$ cat src/rtl/alu_arbiter_if.sv
// Handshake and bus bundle between two requesters, the shared ALU and the
// response consumer of alu_arbiter.
interface alu_arbiter_if #(
    parameter int WIDTH = 32
);
    logic             req0_valid;
    logic             req0_ready;
    logic [WIDTH-1:0] req0_a;
    logic [WIDTH-1:0] req0_b;
    logic [2:0]       req0_sel;

    logic             req1_valid;
    logic             req1_ready;
    logic [WIDTH-1:0] req1_a;
    logic [WIDTH-1:0] req1_b;
    logic [2:0]       req1_sel;

    logic [WIDTH-1:0] alu_a;
    logic [WIDTH-1:0] alu_b;
    logic [2:0]       alu_sel;
    logic [WIDTH-1:0] alu_r;
    logic             alu_zf;

    logic             rsp_valid;
    logic             rsp_ready;
    logic             rsp_id;
    logic [WIDTH-1:0] rsp_r;
    logic             rsp_zf;
    logic             rsp_err;
    logic             busy;

    modport slave (
        input  req0_valid, req0_a, req0_b, req0_sel,
        output req0_ready,
        input  req1_valid, req1_a, req1_b, req1_sel,
        output req1_ready,
        output alu_a, alu_b, alu_sel,
        input  alu_r, alu_zf,
        output rsp_valid, rsp_id, rsp_r, rsp_zf, rsp_err, busy,
        input  rsp_ready
    );

    modport master (
        output req0_valid, req0_a, req0_b, req0_sel,
        input  req0_ready,
        output req1_valid, req1_a, req1_b, req1_sel,
        input  req1_ready,
        input  alu_a, alu_b, alu_sel,
        output alu_r, alu_zf,
        input  rsp_valid, rsp_id, rsp_r, rsp_zf, rsp_err, busy,
        output rsp_ready
    );
endinterface

$ cat src/rtl/alu_arbiter.sv
// Round-robin arbiter sharing one combinational ALU between two requesters.
// One operation in flight: accept (IDLE) -> EXEC (one cycle) -> RESP (until
// the consumer takes the response).
module alu_arbiter #(
    parameter int WIDTH = 32
) (
    input logic        clk,
    input logic        rst_n,
    alu_arbiter_if.slave bus
);
    typedef enum logic [1:0] {
        IDLE,
        EXEC,
        RESP
    } state_t;

    state_t           state;
    state_t           state_nxt;
    logic             last_grant;
    logic             grant;
    logic             rdy0;
    logic             rdy1;
    logic             accept;
    logic             div_zero;

    logic [WIDTH-1:0] op_a;
    logic [WIDTH-1:0] op_b;
    logic [2:0]       op_sel;
    logic             op_id;
    logic [WIDTH-1:0] rsp_r_q;
    logic             rsp_zf_q;
    logic             rsp_err_q;

    // pick the sole requester, or alternate against last_grant on a tie
    always_comb begin
        grant = 1'b0;
        if (bus.req0_valid && bus.req1_valid) begin
            grant = ~last_grant;
        end else if (bus.req1_valid) begin
            grant = 1'b1;
        end
    end

    // ready generation and next-state decode
    always_comb begin
        state_nxt = state;
        rdy0      = 1'b0;
        rdy1      = 1'b0;
        case (state)
            IDLE: begin
                // readies are gated by rst_n so they stay low while reset is held
                rdy0 = rst_n && bus.req0_valid && !grant;
                rdy1 = rst_n && bus.req1_valid && grant;
                if (rdy0 || rdy1) begin
                    state_nxt = EXEC;
                end
            end
            EXEC: state_nxt = RESP;
            RESP: begin
                if (bus.rsp_ready) begin
                    state_nxt = IDLE;
                end
            end
            default: state_nxt = IDLE;
        endcase
    end

    assign accept   = rdy0 || rdy1;
    assign div_zero = (op_sel == 3'd6) && (op_b == '0);

    // FSM state register
    always_ff @(posedge clk or negedge rst_n) begin
        if (!rst_n) begin
            state <= IDLE;
        end else begin
            state <= state_nxt;
        end
    end

    // operand capture on accept, result capture at the end of EXEC
    always_ff @(posedge clk or negedge rst_n) begin
        if (!rst_n) begin
            last_grant <= 1'b1;
            op_a       <= '0;
            op_b       <= '0;
            op_sel     <= '0;
            op_id      <= 1'b0;
            rsp_r_q    <= '0;
            rsp_zf_q   <= 1'b0;
            rsp_err_q  <= 1'b0;
        end else begin
            if (accept) begin
                op_a       <= rdy1 ? bus.req1_a   : bus.req0_a;
                op_b       <= rdy1 ? bus.req1_b   : bus.req0_b;
                op_sel     <= rdy1 ? bus.req1_sel : bus.req0_sel;
                op_id      <= rdy1;
                last_grant <= rdy1;
            end
            if (state == EXEC) begin
                if (div_zero) begin
                    rsp_r_q   <= '1;
                    rsp_zf_q  <= 1'b0;
                    rsp_err_q <= 1'b1;
                end else begin
                    rsp_r_q   <= bus.alu_r;
                    rsp_zf_q  <= bus.alu_zf;
                    rsp_err_q <= 1'b0;
                end
            end
        end
    end

    assign bus.req0_ready = rdy0;
    assign bus.req1_ready = rdy1;
    assign bus.alu_a      = op_a;
    assign bus.alu_b      = op_b;
    assign bus.alu_sel    = op_sel;
    assign bus.rsp_valid  = (state == RESP);
    assign bus.rsp_id     = op_id;
    assign bus.rsp_r      = rsp_r_q;
    assign bus.rsp_zf     = rsp_zf_q;
    assign bus.rsp_err    = rsp_err_q;
    assign bus.busy       = (state != IDLE);
endmodule

$ cat src/flat_wrapper.sv
// flat-port wrapper written by rule: the top's interface ports become plain ports
module alu_arbiter_flat 
#(
    parameter int WIDTH = 32
)
  (clk, rst_n, bus_req0_valid, bus_req0_a, bus_req0_b, bus_req0_sel, bus_req0_ready, bus_req1_valid, bus_req1_a, bus_req1_b, bus_req1_sel, bus_req1_ready, bus_alu_a, bus_alu_b, bus_alu_sel, bus_alu_r, bus_alu_zf, bus_rsp_valid, bus_rsp_id, bus_rsp_r, bus_rsp_zf, bus_rsp_err, bus_busy, bus_rsp_ready);
  alu_arbiter_if #(.WIDTH(WIDTH)) bus_i ();
  input logic clk;
  input logic rst_n;
  input wire logic [$bits(bus_i.req0_valid)-1:0] bus_req0_valid;
  input wire logic [$bits(bus_i.req0_a)-1:0] bus_req0_a;
  input wire logic [$bits(bus_i.req0_b)-1:0] bus_req0_b;
  input wire logic [$bits(bus_i.req0_sel)-1:0] bus_req0_sel;
  output wire logic [$bits(bus_i.req0_ready)-1:0] bus_req0_ready;
  input wire logic [$bits(bus_i.req1_valid)-1:0] bus_req1_valid;
  input wire logic [$bits(bus_i.req1_a)-1:0] bus_req1_a;
  input wire logic [$bits(bus_i.req1_b)-1:0] bus_req1_b;
  input wire logic [$bits(bus_i.req1_sel)-1:0] bus_req1_sel;
  output wire logic [$bits(bus_i.req1_ready)-1:0] bus_req1_ready;
  output wire logic [$bits(bus_i.alu_a)-1:0] bus_alu_a;
  output wire logic [$bits(bus_i.alu_b)-1:0] bus_alu_b;
  output wire logic [$bits(bus_i.alu_sel)-1:0] bus_alu_sel;
  input wire logic [$bits(bus_i.alu_r)-1:0] bus_alu_r;
  input wire logic [$bits(bus_i.alu_zf)-1:0] bus_alu_zf;
  output wire logic [$bits(bus_i.rsp_valid)-1:0] bus_rsp_valid;
  output wire logic [$bits(bus_i.rsp_id)-1:0] bus_rsp_id;
  output wire logic [$bits(bus_i.rsp_r)-1:0] bus_rsp_r;
  output wire logic [$bits(bus_i.rsp_zf)-1:0] bus_rsp_zf;
  output wire logic [$bits(bus_i.rsp_err)-1:0] bus_rsp_err;
  output wire logic [$bits(bus_i.busy)-1:0] bus_busy;
  input wire logic [$bits(bus_i.rsp_ready)-1:0] bus_rsp_ready;
  assign bus_i.req0_valid = bus_req0_valid;
  assign bus_i.req0_a = bus_req0_a;
  assign bus_i.req0_b = bus_req0_b;
  assign bus_i.req0_sel = bus_req0_sel;
  assign bus_req0_ready = bus_i.req0_ready;
  assign bus_i.req1_valid = bus_req1_valid;
  assign bus_i.req1_a = bus_req1_a;
  assign bus_i.req1_b = bus_req1_b;
  assign bus_i.req1_sel = bus_req1_sel;
  assign bus_req1_ready = bus_i.req1_ready;
  assign bus_alu_a = bus_i.alu_a;
  assign bus_alu_b = bus_i.alu_b;
  assign bus_alu_sel = bus_i.alu_sel;
  assign bus_i.alu_r = bus_alu_r;
  assign bus_i.alu_zf = bus_alu_zf;
  assign bus_rsp_valid = bus_i.rsp_valid;
  assign bus_rsp_id = bus_i.rsp_id;
  assign bus_rsp_r = bus_i.rsp_r;
  assign bus_rsp_zf = bus_i.rsp_zf;
  assign bus_rsp_err = bus_i.rsp_err;
  assign bus_busy = bus_i.busy;
  assign bus_i.rsp_ready = bus_rsp_ready;
  alu_arbiter #(.WIDTH(WIDTH)) u_core (.clk(clk), .rst_n(rst_n), .bus(bus_i));
endmodule
$ cat config.mk
export PLATFORM = sky130hd
export DESIGN_NAME = alu_arbiter_flat
export DESIGN_NICKNAME = d
export VERILOG_FILES = /design/src/rtl/alu_arbiter_if.sv /design/src/rtl/alu_arbiter.sv /design/src/flat_wrapper.sv
export SDC_FILE = /design/constraint.sdc
export NUM_CORES = 1
export LEC_CHECK = 0
export ABC_AREA = 1
export CORE_MARGIN = 2
export CORE_UTILIZATION = 37
export CTS_CLUSTER_DIAMETER = 120
export CTS_CLUSTER_SIZE = 16
export DETAILED_ROUTE_END_ITERATION = 8
export PLACE_DENSITY = 0.81
export SLEW_MARGIN = 20
export SYNTH_ARGS = -nofsm -noshare
export SYNTH_HDL_FRONTEND = slang
export SYNTH_SLANG_ARGS = --single-unit
$ cat constraint.sdc
create_clock -name clk -period 2.1 [get_ports clk]
set_clock_uncertainty 0.15 [all_clocks]
set_input_delay 0.21 -clock clk [delete_from_list [all_inputs] [get_ports clk]]
set_output_delay 0.21 -clock clk [all_outputs]
set_load 0.01 [all_outputs]
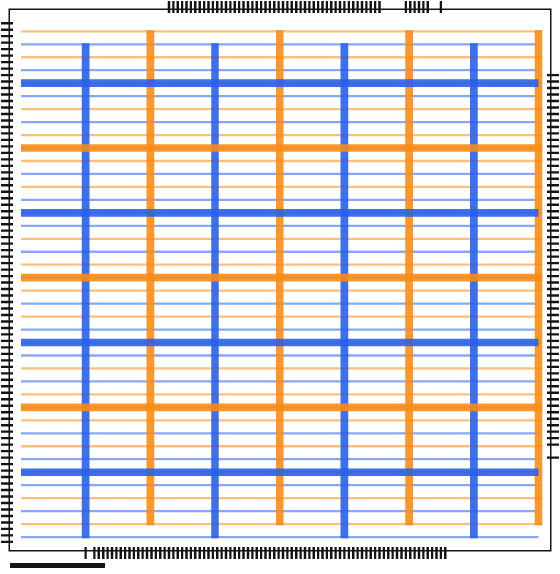
(run_1/pdn.png)
Bar = 20 um. Pins as bars on the die edge.
[blue] VSS
[orange] VDD
signal pins: 278
met5 straps: 7
met1 rails: 40

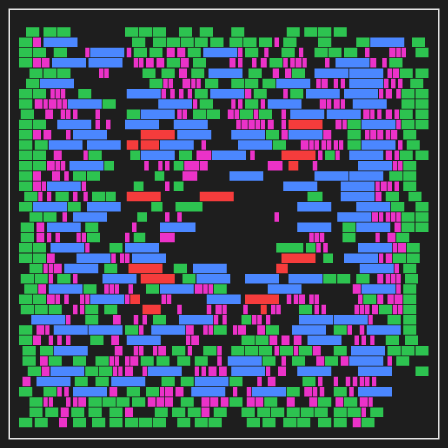
(run_1/cell_classes.png)
[magenta] all other logic | cells: 359 | share of their area: 22%
[blue] flip-flops | cells: 105 | share of their area: 35%
[green] other buffers and delay cells | cells: 292 | share of their area: 39%
[red] clock drivers and dummy loads | cells: 16 | share of their area: 3.9%
share of cell area taken by flip-flops and latches: 34.4%
fraction of the core area covered by cells at the end of the flow: 66.4%
design area: 7640 um2

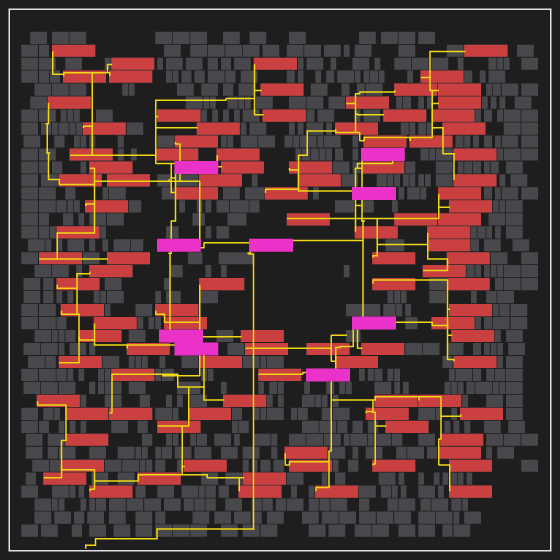
(run_1/clock_map.png)
[magenta] cells driving clock nets | count: 9
[yellow] clock wires | length: 1220 um
[red] flip-flops | count: 105
flops lie: spread over the die
Insertion Delay late pin: 330 ps
clock group share of total power: 16.4%

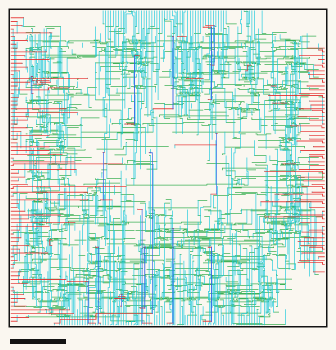
(run_1/metal_stack.png)
Bar = 20 um.
[cyan] met2 | wire length: 7530 um
[green] met1 | wire length: 5360 um
[blue] met4 | wire length: 363 um
[red] met3 | wire length: 1280 um
count of vias placed by the detailed router: 4491
Total Wirelength: 14500 um

==> results_slide.txt, run 1 <==
Key Metrics from the Run

Setup path
  – Cell with the most instances on the worst path: sky130_fd_sc_hd__inv_1
  – Path depth of the worst reg2reg path: 8
  – Launching element type of the critical path: input pin
  – Reg-to-reg critical path endpoint: u_core.bus.alu_b[19]$_DFFE_PN0P_
  – Register-to-register setup slack: 340 ps
  – Critical path startpoint: rst_n
  – Worst-path cell with the longest stage delay: sky130_fd_sc_hd__dlygate4sd3_1
  – Data arrival time at the worst-slack endpoint: roughly 1600 ps
  – Startpoint of the worst-slack reg-to-reg timing path: u_core.last_grant$_DFFE_PN1P_
  – Biggest fanout along the worst timing path: 5
  – Critical path depth in cells: 7
  – Count of buffer and inverter cells on the critical path: 5
  – Worst path max stage delay: about 560 ps
  – Worst setup endpoint: bus_req1_ready
  – CP top delay family: buffers and inverters
  – Worst setup path category: in -> out
  – Required @ worst endpoint: roughly 1700 ps
  – Crit path capture type: output port

Pwr
  – Switching power: ~0.0035 W
  – Internal portion of total power: around 0.0064 W
  – Part of the power in registers: 36.4%
  – Power, Total: between 0.009 and 0.01 W
  – Part of the power in combinational logic: ~47%
  – Worst VDD drop: 645 uV
  – Power Dens Cells: around 1300 nW/um2

Place
  – Final weighted congestion of routability-driven global placement: approximately 0.8
  – DPL Wire Length: about 11000 um
  – DP Cell Count: 898
  – Pre-CTS setup slack: approximately 51 ps

GRT
  – Via count of the first global-routing pass: approximately 4600
  – Antenna violations before repair: 0
  – Busiest layer in global routing: met2
  – Met2 routing resource usage after global routing: between 40% and 50%
  – Leftover overflow at the end of global routing: 0
  – Global-route total usage across every layer: between 20% and 30%
  – Wire length of the first global-routing pass: roughly 23000 um
  – Global-route met3 utilization: approximately 6.9%
  – Global routing met1 resource utilization: about a quarter
  – Pin count of the biggest net entering global routing: ~55

Finish
  – Count of inserted antenna diode cells: 0
  – Fin nets: between 900 and 1000
  – Area growth syn-to-layout: 73.0%
  – Layout cells sized above 1: slightly below 7%
  – Number of standard cells in the final layout excluding fillers: ~920

Clock network
  – Bufs on Longest Clock Path: 2
  – Clock buffers created by TritonCTS: 9
  – Cell at the root of the clock tree: sky130_fd_sc_hd__clkbuf_16
  – Hold buffers post-CTS: 1
  – TritonCTS clock tree: done
  – Setup Fix Bufs, Post-CTS: 0
  – Clock transition at the registers of the reported paths: around 60 ps
  – H-tree lvl count: 3
  – Count of clock tree sinks: 105
  – Post-cts gate resize count: 2

Floorplanning
  – Floorplan die width: around 110 um
  – # rows: 39
  – CORE AREA: approximately 12000 um2
  – Initial cell density of the core: a little under two fifths
  – Die Y: approximately 110 um
  – I/O pins: around 280

Synthesis
  – Top area cells in the synthesized netlist: sky130_fd_sc_hd__dfrtp_1 (59%), sky130_fd_sc_hd__nor2_1 (18%), sky130_fd_sc_hd__o22ai_1 (9.5%)
  – Proportion of synthesized chip area in sequential cells: 59.5%
  – Total of flip-flops plus latches after synthesis: between 100 and 150
  – Most frequent cell after synthesis: sky130_fd_sc_hd__nor2_1
  – Syn avg cell area: 8.94 um2
  – Warning count from the yosys run: 0
  – Gate count of the mapped netlist: between 400 and 500
  – Share of async-settable or async-resettable flops after synthesis: 100%
  – Chip area estimate from yosys synthesis: between 4000 and 5000 um2
  – Most common reg cell: sky130_fd_sc_hd__dfrtp_1
  – Synth Net Count: around 670
  – Number of library cell types mapped by synthesis: 20
  – Cell types with the highest counts after synthesis: sky130_fd_sc_hd__nor2_1 (211), sky130_fd_sc_hd__dfrtp_1 (104), sky130_fd_sc_hd__o22ai_1 (67), sky130_fd_sc_hd__a21oi_1 (32)
  – Syn Std Cell Area: around 4400 um2
  – Count of library flops with an enable pin: 0
  – Fraction of post-synthesis cell area in the top cell type by area: between 50% and 60%

Final timing
  – Max-slew headroom: approximately 54%
  – Number of hold violations in the final report: 0
  – Final worst path period share: 91.7%
  – Final period demand of the worst path: about 1900 ps
  – Final-report max-slew violation count: 0
  – Final number of setup-violating endpoints: 0
  – Slew at the pin closest to its max-slew limit: between 600 and 700 ps
  – Max Clock Freq: 520 MHz
  – Final worst setup slack: 175 ps
  – Total negative slack: 0 ps
  – Setup repair after global routing missed its margin: no

Route
  – Via-per-instance ratio: between 4 and 5
  – Routed met2 length: about 7500 um
  – Routed wire length per instance: around 16 um
  – Routed length on met3: between 1000 and 1500 um
  – Highest metal layer with signal wires: met4
  – Detailed-routing iteration count for the pre-antenna-repair pass: 6
  – Starting DRT DRC Count: ~240
  – Routed Antenna Nets: 0
  – DRC violation count after routing: 15

Run status
  – Outcome: complete, but fails checks
  – Violated checks: DRC

Run
  – # Max-Cap Violations: 0
  – Warning total across the stage logs: 26

Hold path
  – Startpoint of the most critical hold path: bus_rsp_ready
  – Hold EP: u_core.state[1]$_DFFE_PN0P_
run 1: cell families after synthesis:
| kind of cell | after synthesis | share of synthesized area (%) |
|---|---|---|
| flip-flops | 105 | 59.5 |
| AND-OR/OR-AND | 102 | 13.6 |
| AND/OR/NAND/NOR | 245 | 22.3 |
| buffers and inverters | 42 | 4.56 |
run 1: area by class of cell:
| class | instances | area [um2] |
|---|---|---|
| inverters | 12 | 45.0 |
| well taps | 143 | 179 |
| flip-flops and latches | 105 | 2630 |
| repair buffers | 292 | 2910 |
| fillers | 935 | 3870 |
| clock inverters | 5 | 37.5 |
| clock buffers | 11 | 253 |
| multi-input cells | 347 | 1590 |
run 1: placed cells by master (no fill, tap or decap), drive strengths merged:
master           n
dlygate4sd2      2
nand2           18
dfstp            1
inv             14
dlygate4sd3      1
nor2           224
a21boi           1
o21ai            2
dfrtp          104
clkinv           1
nand4            1
clkdlybuf4s50  274
clkinvlp         2
buf             15
a21oi           32
clkbuf          11
nand3            2
o22ai           67
run 1: power by group through the flow:
| stage | Clock, W | Combinational [W] | Sequential, W |
|---|---|---|---|
| final | 0.00162 | 0.00468 | 0.00360 |
| after detailed placement | 0 | 0.00472 | 0.00363 |
| after floorplan | 0 | 0.00151 | 0.00400 |
| after global placement | 0 | 0.00458 | 0.00357 |
| after global routing | 0.00175 | 0.00507 | 0.00373 |
| after CTS | 0.00166 | 0.00474 | 0.00360 |
run 1: registers in the layout (all words and copies together) (netlist names):
| name | cells |
|---|---|
| u_core.bus.alu_a | 32 |
| u_core.bus.alu_b | 32 |
| u_core.bus.rsp_r | 32 |
| u_core.bus.alu_sel | 3 |
| u_core.state | 2 |
| u_core.bus.rsp_err | 1 |
| u_core.bus.rsp_id | 1 |
| u_core.bus.rsp_zf | 1 |
| u_core.last_grant | 1 |
==> run_1/final_congestion.png <==
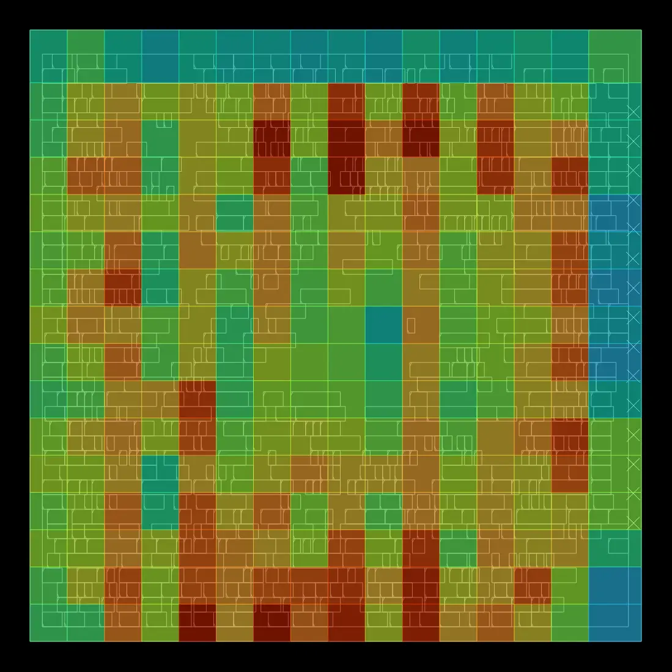

--- run 2 (diff from run 1) ---
Settings changed: CORE_MARGIN 2 to unset, SETUP_SLACK_MARGIN set to 0.15.
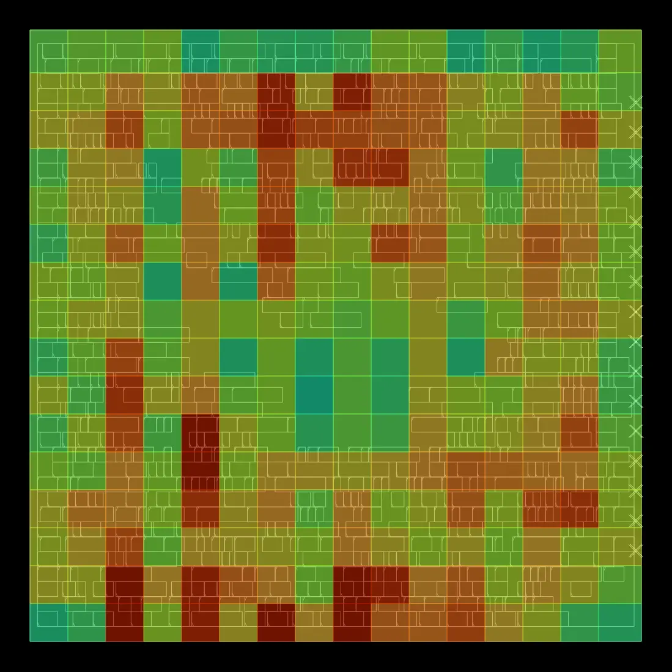
(run_2/final_congestion.png)
global-route total usage across every layer: 24.0%
met2 routing resource usage after global routing: 42.9%
fraction of the core area covered by cells at the end of the flow: 66.3%
busiest layer in global routing: met2

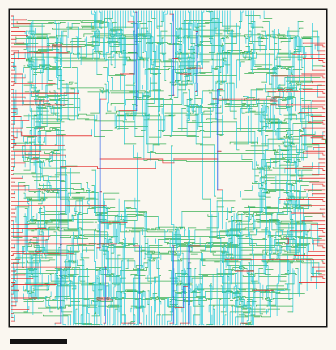
(run_2/metal_stack.png)
Bar = 20 um.
[blue] met4 | wire length: 354 um
[green] met1 | wire length: 5540 um
[red] met3 | wire length: 1200 um
[cyan] met2 | wire length: 7510 um
routed wire length per instance: 16.0 um
count of vias placed by the detailed router: 4586

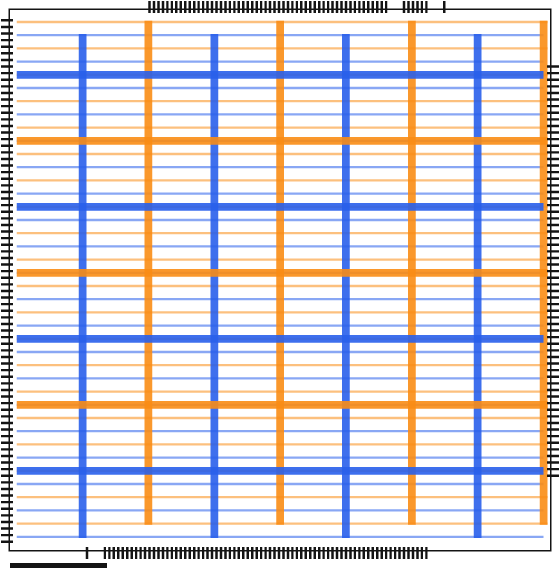
(run_2/pdn.png)
Bar = 20 um. Pins as bars on the die edge.
[orange] VDD
[blue] VSS
met1 rails: 40
met5 straps: 7
met4 straps: 8

==> run 2 against run 1 <==
The flow still finishes with violations (DRC). Hold slack improved by 8.2 ps. Sequential cell count did not move. Synthesized cell count unchanged. Final cell count decreased by 0.22%. Combinational power down 0.9%. Design area barely moved. Synthesized area stayed put. Sequential share of layout area hardly changed. Fmax is 3.6% higher. Die size shrank 3.5%. First-iteration DRC count rose by 38%. Register-to-register slack lost 40 ps.
==> results_slide.txt, run 2 <==
Key Metrics from the Run

Setup path
  – Register-to-register setup slack: 300 ps
  – Startpoint of the worst-slack reg-to-reg timing path: u_core.state[1]$_DFFE_PN0P_
  – Worst setup endpoint: bus_req0_ready
  – Crit path capture type: output port
  – Launching element type of the critical path: register
  – Worst path max stage delay: about 400 ps
  – Worst setup path category: reg -> out
  – Reg-to-reg critical path endpoint: u_core.bus.alu_a[28]$_DFFE_PN0P_
  – Count of buffer and inverter cells on the critical path: 4
  – Biggest fanout along the worst timing path: 2
  – Path depth of the worst reg2reg path: 10
  – Required @ worst endpoint: approximately 1700 ps
  – Critical path startpoint: u_core.state[1]$_DFFE_PN0P_
  – Worst-path cell with the longest stage delay: sky130_fd_sc_hd__dfrtp_1
  – Data arrival time at the worst-slack endpoint: roughly 1500 ps
  – Critical path depth in cells: 7

Synthesis
  – Adder-cell area share of the yosys netlist: 0%
  – XORs/XNORs by Area: 0%
  – Share of async-settable or async-resettable flops after synthesis: 100%
  – Warning count from the yosys run: 0
  – Synth Net Count: around 670
  – Most frequent cell after synthesis: sky130_fd_sc_hd__nor2_1
  – Area fraction in mux cells: 0%
  – Cell types with the highest counts after synthesis: sky130_fd_sc_hd__nor2_1 (211), sky130_fd_sc_hd__dfrtp_1 (104), sky130_fd_sc_hd__o22ai_1 (67), sky130_fd_sc_hd__a21oi_1 (32)
  – Top area cells in the synthesized netlist: sky130_fd_sc_hd__dfrtp_1 (59%), sky130_fd_sc_hd__nor2_1 (18%), sky130_fd_sc_hd__o22ai_1 (9.5%)
  – Total of flip-flops plus latches after synthesis: between 100 and 150
  – Fraction of post-synthesis cell area in the top cell type by area: between 50 and 60%
  – Syn Std Cell Area: roughly 4400 um2
  – Count of library flops with an enable pin: 0
  – Chip area estimate from yosys synthesis: 4420 um2
  – Number of library cell types mapped by synthesis: 20
  – Syn avg cell area: just under 9 um2
  – Most common reg cell: sky130_fd_sc_hd__dfrtp_1
  – Simple Share, Synth: around 22%
  – Main kind of combinational logic by area: simple AND/OR/NAND/NOR gates
  – Area share of and-or/or-and cells after synthesis: between 10% and 20%
  – Proportion of synthesized chip area in sequential cells: between 50% and 60%
  – Gate count of the mapped netlist: ~490

Final timing
  – Final number of setup-violating endpoints: 0
  – Max-slew headroom: 39.8%
  – Slew at the pin closest to its max-slew limit: ~900 ps
  – Setup repair after global routing missed its margin: no
  – Number of hold violations in the final report: 0
  – Final worst path period share: between 80% and 90%
  – Total negative slack: 0 ps
  – Max Clock Freq: approximately 540 MHz
  – Final-report max-slew violation count: 0

Hold path
  – Startpoint of the most critical hold path: bus_rsp_ready
  – Hold EP: u_core.state[1]$_DFFE_PN0P_
  – Worst Hold Depth: 2

GRT
  – Via count of the first global-routing pass: 4738
  – Pin count of the biggest net entering global routing: between 70 and 80
  – Wire length of the first global-routing pass: roughly 23000 um
  – Leftover overflow at the end of global routing: 0
  – Antenna violations before repair: 0

Run status
  – Outcome: complete, but fails checks
  – Violated checks: DRC

Floorplanning
  – I/O pins: 278
  – Initial cell density of the core: around two fifths
  – CORE AREA: between 10000 and 15000 um2
  – Die Y: about 110 um
  – Floorplan die width: about 110 um
  – # rows: 39

Finish
  – Design area: between 7000 and 8000 um2
  – Area of the multi-input gates: about 1600 um2
  – Most common library cell in the layout ignoring fill and taps: sky130_fd_sc_hd__clkdlybuf4s50_1
  – Count of inserted antenna diode cells: 0
  – Layout cells sized above 1: between 6 and 7%
  – Fin nets: between 900 and 1000
  – Area growth syn-to-layout: 72.9%
  – Register area: between 2000 and 3000 um2
  – Most frequent logic cells in the routed design: sky130_fd_sc_hd__clkdlybuf4s50_1 (274), sky130_fd_sc_hd__nor2_1 (211), sky130_fd_sc_hd__dfrtp_1 (104)
  – Number of inserted filler cells in the final layout: ~920

Clock network
  – H-tree lvl count: 3
  – Post-cts gate resize count: 2
  – Cell at the root of the clock tree: sky130_fd_sc_hd__clkbuf_16
  – Hold buffers post-CTS: 2
  – Clock buffers created by TritonCTS: 9
  – Count of clock tree sinks: 105
  – Insertion Delay late pin: 330 ps
  – TritonCTS clock tree: done
  – Bufs on Longest Clock Path: 2
  – Clock transition at the registers of the reported paths: 70 ps
  – Setup Fix Bufs, Post-CTS: 1

Route
  – Detailed-routing iteration count for the pre-antenna-repair pass: 7
  – Routed Antenna Nets: 0
  – Total Wirelength: 14600 um
  – DRC violation count after routing: 32
  – Via-per-instance ratio: between 5 and 6
  – Starting DRT DRC Count: roughly 330

Place
  – DPL Wire Length: 11000 um
  – Final weighted congestion of routability-driven global placement: ~0.80

Pwr
  – Power Dens Cells: approximately 1300 nW/um2
  – Worst VDD drop: ~650 uV

Run
  – Warning total across the stage logs: 26
  – # Max-Cap Violations: 0
run 2: cell types whose count changed in the layout (fill, tap and decap cells not counted):
cell / delta
sky130_fd_sc_hd__clkinv_2: +2
sky130_fd_sc_hd__inv_6: -2
sky130_fd_sc_hd__buf_6: -1
sky130_fd_sc_hd__bufinv_16: +1
sky130_fd_sc_hd__buf_4: -1
sky130_fd_sc_hd__buf_12: +1
sky130_fd_sc_hd__dlygate4sd2_1: -1
sky130_fd_sc_hd__clkdlybuf4s15_1: +1
sky130_fd_sc_hd__clkbuf_8: -2
run 2: report_power, final:
part           leakage [nW]  switching (W)  internal (W)  total [W]
registers              1.15       0.000647       0.00298    0.00362
logic                  1.83        0.00209       0.00255    0.00464
clock network         0.137       0.000714      0.000911    0.00163
run 2: cell type report:
type | instances | share of cell area [%]
clock buffer | 9 | 2.95
timing repair buffer | 291 | 38.1
multi-input combinational | 347 | 20.8
clock inverter | 6 | 0.786
tap | 143 | 2.34
sequential | 105 | 34.4
inverter | 12 | 0.590
run 2: cell families after synthesis:
group,count (synthesis)
compound gates,102
buf+inv,42
simple gates,245
flops,105
run 2: layer usage:
metal | routed length (um) | part of all wire, % | vias up | global-route usage (%)
met5 | 0 | 0 | - | 0
met4 | 354 | 2.4 | 0 | 10.2
met3 | 1200 | 8.2 | 28 | 6.40
met2 | 7510 | 51 | 213 | 42.9
li1 | - | - | 2179 | -
met1 | 5540 | 38 | 2166 | 26.7
run 2: through the flow:
step           hold WS [ps]  total power (W)  instances  worst slack (ps)  utilization (%)
6_report                303          0.00989        913               242             66.3
5_1_grt                 340           0.0105        913               155             66.3
4_1_cts                 300          0.00998        913               200             66.3
3_5_place_dp            158          0.00831        895               113             63.5
3_3_place_gp            152          0.00814        895               157             63.5
2_1_floorplan          -236          0.00551        494               628                -
==> run_2/cell_classes.png <==
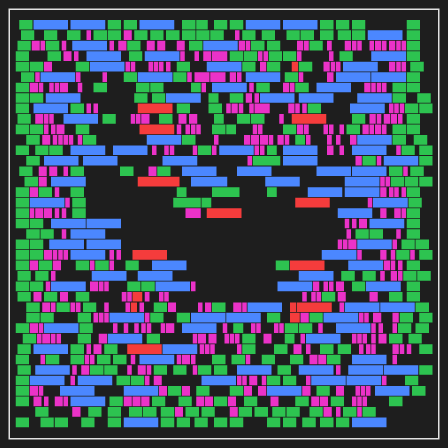

--- run 3 (diff from run 2) ---
Settings changed: ABC_AREA 1 to unset, CORE_UTILIZATION 37 to 38, PLACE_DENSITY 0.81 to 0.8, SLEW_MARGIN 20 to 15.
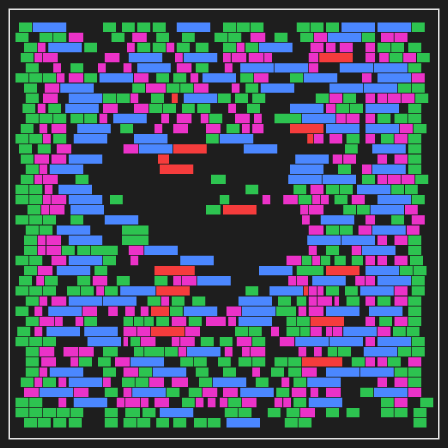
(run_3/cell_classes.png)
[red] clock drivers and dummy loads | cells: 16 | share of their area: 4.0%
[magenta] all other logic | cells: 230 | share of their area: 25%
[green] other buffers and delay cells | cells: 298 | share of their area: 38%
[blue] flip-flops | cells: 105 | share of their area: 33%

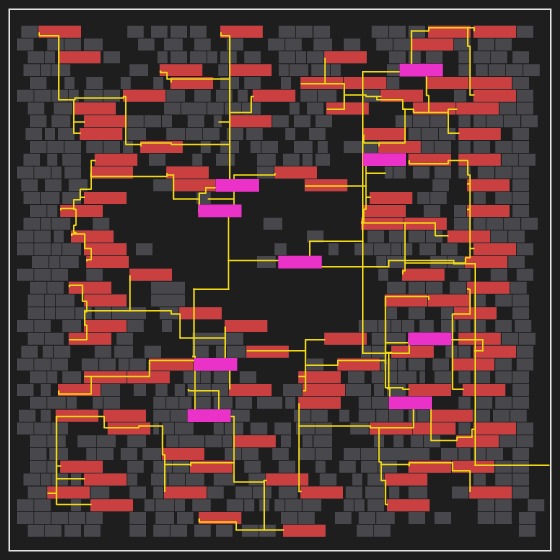
(run_3/clock_map.png)
[magenta] cells driving clock nets | count: 9
[red] flip-flops | count: 105
[yellow] clock wires | length: 1300 um
flops lie: spread over the die

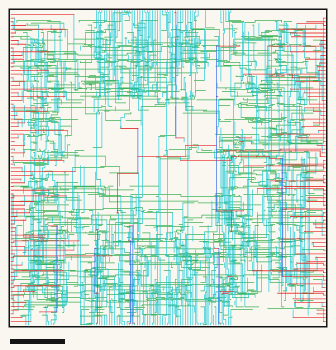
(run_3/metal_stack.png)
Bar = 20 um.
[red] met3 | wire length: 1400 um
[blue] met4 | wire length: 360 um
[green] met1 | wire length: 6350 um
[cyan] met2 | wire length: 8180 um

==> run 3 against run 2 <==
The run now ends clean. Die size is 6.4% higher. Largest power group unchanged. Setup slack worse by 230 ps. Synthesized area up 9.4%. Hold slack better by 14 ps. Critical endpoint unchanged. Sequential power rose by 3%. Via count shrank 3.1%. Critical path depth shrank 3. Synthesized cell count down 23%. Final cell count decreased by 11%.
==> results_slide.txt, run 3 <==
Key Metrics from the Run

Setup path
  – Critical path depth in cells: 4
  – Data arrival time at the worst-slack endpoint: between 1500 and 2000 ps
  – Biggest fanout along the worst timing path: 2
  – Critical path startpoint: u_core.state[1]$_DFFE_PN0P_
  – Cell chain of the critical path: or3b_4, or3b_4, inv_2, buf_6
  – Startpoint of the worst-slack reg-to-reg timing path: u_core.state[1]$_DFFE_PN0P_
  – Worst setup path category: reg -> out
  – Cell with the most instances on the worst path: sky130_fd_sc_hd__or3b_4
  – Path depth of the worst reg2reg path: 4
  – CP top delay family: simple AND/OR/NAND/NOR gates
  – Count of buffer and inverter cells on the critical path: 2
  – Worst-path cell with the longest stage delay: sky130_fd_sc_hd__or3b_4
  – Launching element type of the critical path: register
  – Required @ worst endpoint: around 1700 ps
  – Crit path capture type: output port

Synthesis
  – Syn avg cell area: ~13 um2
  – Most frequent cell after synthesis: sky130_fd_sc_hd__dfrtp_1
  – Warning count from the yosys run: 0
  – Gate count of the mapped netlist: between 300 and 400
  – Count of library flops with an enable pin: 0
  – Cell types with the highest counts after synthesis: sky130_fd_sc_hd__dfrtp_1 (104), sky130_fd_sc_hd__o221a_1 (67), sky130_fd_sc_hd__or3_1 (67), sky130_fd_sc_hd__mux2i_1 (33), sky130_fd_sc_hd__o31ai_1 (32)
  – Chip area estimate from yosys synthesis: ~4800 um2
  – Synth Net Count: approximately 550
  – Fraction of post-synthesis cell area in the top cell type by area: a little over half
  – Number of library cell types mapped by synthesis: 29
  – Most common reg cell: sky130_fd_sc_hd__dfrtp_1
  – Syn Std Cell Area: ~4800 um2
  – Proportion of synthesized chip area in sequential cells: approximately 54%
  – Total of flip-flops plus latches after synthesis: around 110
  – Top area cells in the synthesized netlist: sky130_fd_sc_hd__dfrtp_1 (54%), sky130_fd_sc_hd__o221a_1 (16%), sky130_fd_sc_hd__or3_1 (8.7%)

GRT
  – Via count of the first global-routing pass: between 4000 and 5000
  – Global-route total usage across every layer: about a quarter
  – Antenna violations before repair: 0
  – Leftover overflow at the end of global routing: 0
  – Wire length of the first global-routing pass: 24900 um
  – Global routing met1 resource utilization: 28.4%
  – Busiest layer in global routing: met2
  – Pin count of the biggest net entering global routing: 70
  – Met2 routing resource usage after global routing: between 40% and 50%

Finish
  – Count of inserted antenna diode cells: 0
  – Fraction of the core area covered by cells at the end of the flow: ~67%
  – Most common library cell in the layout ignoring fill and taps: sky130_fd_sc_hd__clkdlybuf4s50_1
  – Most frequent logic cells in the routed design: sky130_fd_sc_hd__clkdlybuf4s50_1 (272), sky130_fd_sc_hd__dfrtp_1 (104), sky130_fd_sc_hd__or3_1 (67), sky130_fd_sc_hd__o221a_1 (67), sky130_fd_sc_hd__mux2i_1 (33)
  – Design area: 8170 um2
  – Layout cells sized above 1: under 10%
  – Area growth syn-to-layout: 69.0%

Final timing
  – Final period demand of the worst path: between 2000 and 2500 ps
  – Number of hold violations in the final report: 0
  – Final worst path period share: 99.5%
  – Setup repair after global routing missed its margin: yes
  – Max Clock Freq: 479 MHz
  – Final-report max-slew violation count: 0
  – Worst hold slack: between 300 and 400 ps
  – Slew at the pin closest to its max-slew limit: 623 ps
  – Max-slew headroom: 58.5%
  – Final number of setup-violating endpoints: 0

Route
  – Count of vias placed by the detailed router: 4442
  – Detailed-routing iteration count for the pre-antenna-repair pass: 4
  – Highest metal layer with signal wires: met4
  – Routed wire length per instance: 19.9 um
  – DRC violation count after routing: 0
  – Routed metal-1 wirelength: 6350 um
  – Routed Antenna Nets: 0
  – Routed met2 length: 8180 um
  – Routed length on met3: between 1000 and 1500 um
  – Via-per-instance ratio: between 5 and 6
  – Total Wirelength: about 16000 um

Run
  – # Max-Cap Violations: 0
  – Warning total across the stage logs: 29

Clock network
  – Insertion Delay late pin: between 300 and 400 ps
  – Count of clock tree sinks: between 100 and 150
  – TritonCTS clock tree: done
  – Clock buffers created by TritonCTS: 9
  – Setup Fix Bufs, Post-CTS: 1
  – Bufs on Longest Clock Path: 2
  – Clock transition at the registers of the reported paths: 70 ps

Pwr
  – Switching power: ~0.0032 W
  – Clock group share of total power: between 10% and 20%
  – Power, Total: between 0.01 and 0.015 W
  – Power Dens Cells: 1230 nW/um2
  – Internal portion of total power: roughly 0.0068 W
  – Part of the power in registers: a little under two fifths
  – Sw Share: 32.0%

Floorplanning
  – I/O pins: roughly 280
  – # rows: approximately 40
  – Die Y: 115 um
  – Initial cell density of the core: 39.6%

Run status
  – Outcome: finished, final reports clean

Place
  – Final weighted congestion of routability-driven global placement: 0.782
  – DPL Wire Length: roughly 12000 um

Hold path
  – Startpoint of the most critical hold path: bus_alu_r[30]
-- run 3: through the flow --
stage,setup TNS (ps),instances,setup slack (ps)
floorplan,0,379,107
global placement,-16660,799,-246
detailed placement,-19360,799,-301
CTS,0,817,0.456
global route,-74.6,817,-21.5
finish,0,817,11.3
-- run 3: final cells by class --
type / instances / area [um2]
clock buffer: 11 / 243
tap: 168 / 210
multi-input combinational: 228 / 1980
timing repair buffer: 298 / 3020
inverter: 2 / 7.51
clock inverter: 5 / 78.8
sequential: 105 / 2630
fill: 955 / 4050
-- run 3: logic make-up (layout without fill, tap and decap cells) --
| logic type | count (synthesis) | after routing | synth area share [%] |
|---|---|---|---|
| AOI/OAI and AO/OA | 106 | 106 | 21.7 |
| DFF | 105 | 105 | 54.4 |
| and+or+nand+nor | 89 | 89 | 11.8 |
| buffers and inverters | 46 | 316 | 5.28 |
| muxes | 33 | 33 | 6.83 |
-- run 3: power groups by stage --
stage | clock network (W) | logic (W) | registers [W]
after floorplan | 0 | 0.00136 | 0.00402
after global placement | 0 | 0.00441 | 0.00367
after detailed placement | 0 | 0.00454 | 0.00370
after CTS | 0.00185 | 0.00455 | 0.00371
after global routing | 0.00195 | 0.00483 | 0.00382
final | 0.00183 | 0.00452 | 0.00372
-- run 3: final timing paths --
kind	slack, ps	end
worst max-delay path	10	bus_req0_ready
worst min-delay path	320	u_core.bus.rsp_r[30]$_DFFE_PN0N_
worst max register to register	30	u_core.bus.alu_b[9]$_DFFE_PN0P_
worst min register to register	350	u_core.bus.rsp_id$_DFFE_PN0P_
max in group asynchronous	470	u_core.last_grant$_DFFE_PN1P_
min in group asynchronous	370	u_core.bus.alu_b[16]$_DFFE_PN0P_
Power is estimated from default activity; no workload was simulated.
